Design lcd_cmd_seq_flat, sky130hd; sources not shown.
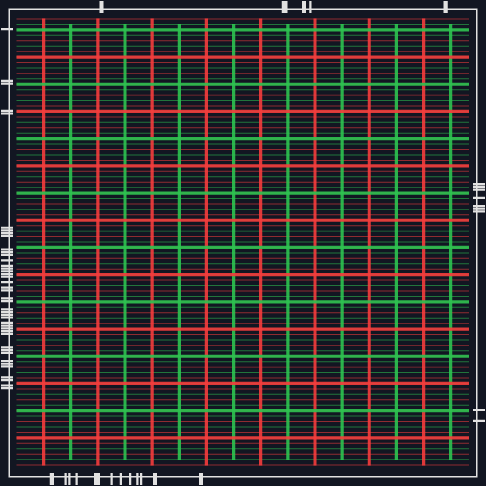
(floorplan with the power grid)
(2 px per um) Pins as bars on the die edge.
net	colour
VDD	green
VSS	red
signal pins	78
rows	82
met5 straps	16
met1 rails	83
chip width: 233 um
Core ar.: 0.0505 mm^2
worst vdd ir: 0.181 mV
Vert. Die Dim: 233 um

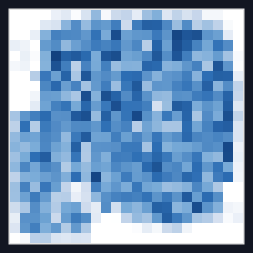
(placement density heat map)
(1 px per um) 23 x 23 tiles, from white (low) to dark blue (high), 0 to 100% covered.
fullest tile	93%
nearly empty tiles	11%
mean over tiles	47%
Final Util: 52.3%
Pre-Place Util: 45.9%

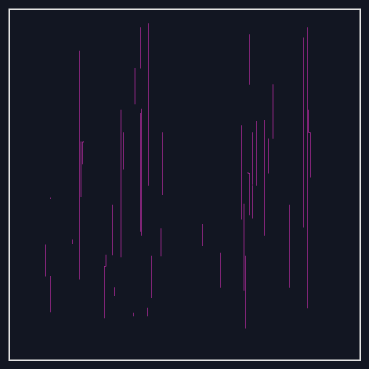
(the metal 4 layer)
(1.5 px per um)
main direction	vertical
nets with wire on the layer	18
share of all routed wire	3.3%
Vias: 12000
final WL: 53800 um

==> out/metrics.yaml <==
finalWeightedCongestion: 0.808
ys_area_mm2: 0.0232
cts_setup_buffers: 0
rows: 82
ys.flop_type: "edfxtp_1"
power.share.sequential_pct: 48.6
hold_viol: 0
powerDensity_mw_per_mm2: 224
met3_usage_pct: 4.38
critPathKind: "in2out"
final.setup.worst_slack_ns: 0.663
path_depth: 7
synth_area_mm2: 0.0232
cp.arrival_ns: 5.83
wl_met3_um: 3350
dp_hpwl_um: 32700
hp-class: "reg2reg"
areaGrowthSynthToFinish_pct: 13.8
min_period_over_period_pct: 93.1
pg_comb_mw: 0.941
slowest_stage: "nor2b_1"
synth_flop_count: 566
vias_per_cell: 5.81
wl_met1_um: 23600
hold_buffers: 0
wl_met2_um: 25000
n_antenna_cell: 0
grt_pass1_vias: 12200
antenna_found_initial: 4
nets: 1411
syn_area_per_cell_um2: 18.4
synth-async-reset-ratio_pct: 9.54
clk_latency_ns: 0.60
routedWlPerCell_um: 26.0
rsz0062_at_grt: "false"
area_leaders: "edfxtp_1 (66%), mux4_2 (13%), dfrtp_1 (5.8%)"
synth_top_area_share_pct: 66.3
clk_pin_slew_worst_paths_ns: 0.06
grt_pass1_wl_um: 80500
p_seq_mw: 2.87
overflow: 0
io_pins: 78
cts_buffers: 57
status: "finished clean"
internal_power_mw: 4.31
met2_usage_pct: 30.9
slew_viol_final: 0
clock_path_buffers: 3
cts.repair.resized: 0
p_sw_share_pct: 26.9
synth_warnings: 0
edf_count: 512
tns_ns: 0
h-tree-depth: 2
r2r_setup_slack_ns: 5.64
cp_top_family: "buffers and inverters"
synth_seq_share_pct: 72.2
worstMarginPinSlew_ns: 1.16
max_slew_margin_pct: 22.7
startpoint_type: "input port"
clock.fmax_mhz: 112
cp_num_buf_inv: 2
hold_ws_ns: 0.296
ant_nets: 0
drt-initial-drc-count: 1031
place_ws_ns: 0.832
cts_tree: "yes"
clkSinkCount: 566
endpoint_kind: "output port"
largest_area_cell: "edfxtp_1"
top_layer: "met5"
ys_types: 64
syn-num-nets: 1315
drive_above_1_share_pct: 19.1
busiest_layer: "met2"
crit_required_ns: 6.49
warnings: 28
fin_cells: 2069
combPwrFrac_pct: 15.9
==> layout by cell type (no fill, tap or decap), types with 9 or more instances in the layout <==
master and count:
edfxtp_1 512, a22oi_1 12, clkbuf_1 14, mux4_2 130, a21oi_1 18, nand3_1 20
clkbuf_16 58, dfrtp_1 54, buf_2 9, nor2_1 113, clkinv_1 12, ha_1 18
nand2_1 46, clkdlybuf4s50_1 58, o21ai_0 49, buf_4 30, nand2b_1 11, nor2b_1 11
mux2i_1 45, inv_1 11
==> worst reg2reg max path, delay by kind of cell (launching register included) <==
kind	cells	cell delay [ns]
flops	1	0.54
simple gates	4	2.36
buf+inv	1	0.23
compound gates	1	0.21
==> logic make-up after synthesis <==
group / share of synthesized area, %
AND-OR/OR-AND: 4.08
flip-flops: 72.2
adder cells (fa/ha/maj): 1.06
AND/OR/NAND/NOR: 5.52
buffers and inverters: 1.51
XOR/XNOR: 0.529
multiplexers: 15.2
==> cells in the mapped netlist (4+ instances only) <==
cell type  instances
or3_1              8
and2_1             4
a21oi_1           18
o22ai_1            7
buf_1             10
o21a_1             4
mux2i_1           45
xnor2_1            6
nor3_1             8
dfrtp_1           54
nand2_1           46
o21ai_0           49
inv_1             12
nand2b_1          11
a22oi_1           12
mux4_2           130
ha_1              18
nand3b_1           8
buf_4              9
nor2b_1           11
buf_2             13
xor2_1             8
and3_1             5
a211oi_1           5
mux2_2             5
nor3b_1            6
and3b_1            5
a221oi_1           4
o41ai_1            6
o211ai_1           6
edfxtp_1         512
clkbuf_1          30
or2_2              4
nand3_1           20
nor2_1           113
o31ai_1            4
==> area by class of cell <==
type	instances	area [um^2]
Multi-Input combinational cell	620	6110
Clock inverter	26	224
Sequential cell	566	16700
Clock buffer	72	1500
Fill cell	4015	24100
Timing Repair Buffer	101	925
Inverter	12	45.0
Tap cell	672	841
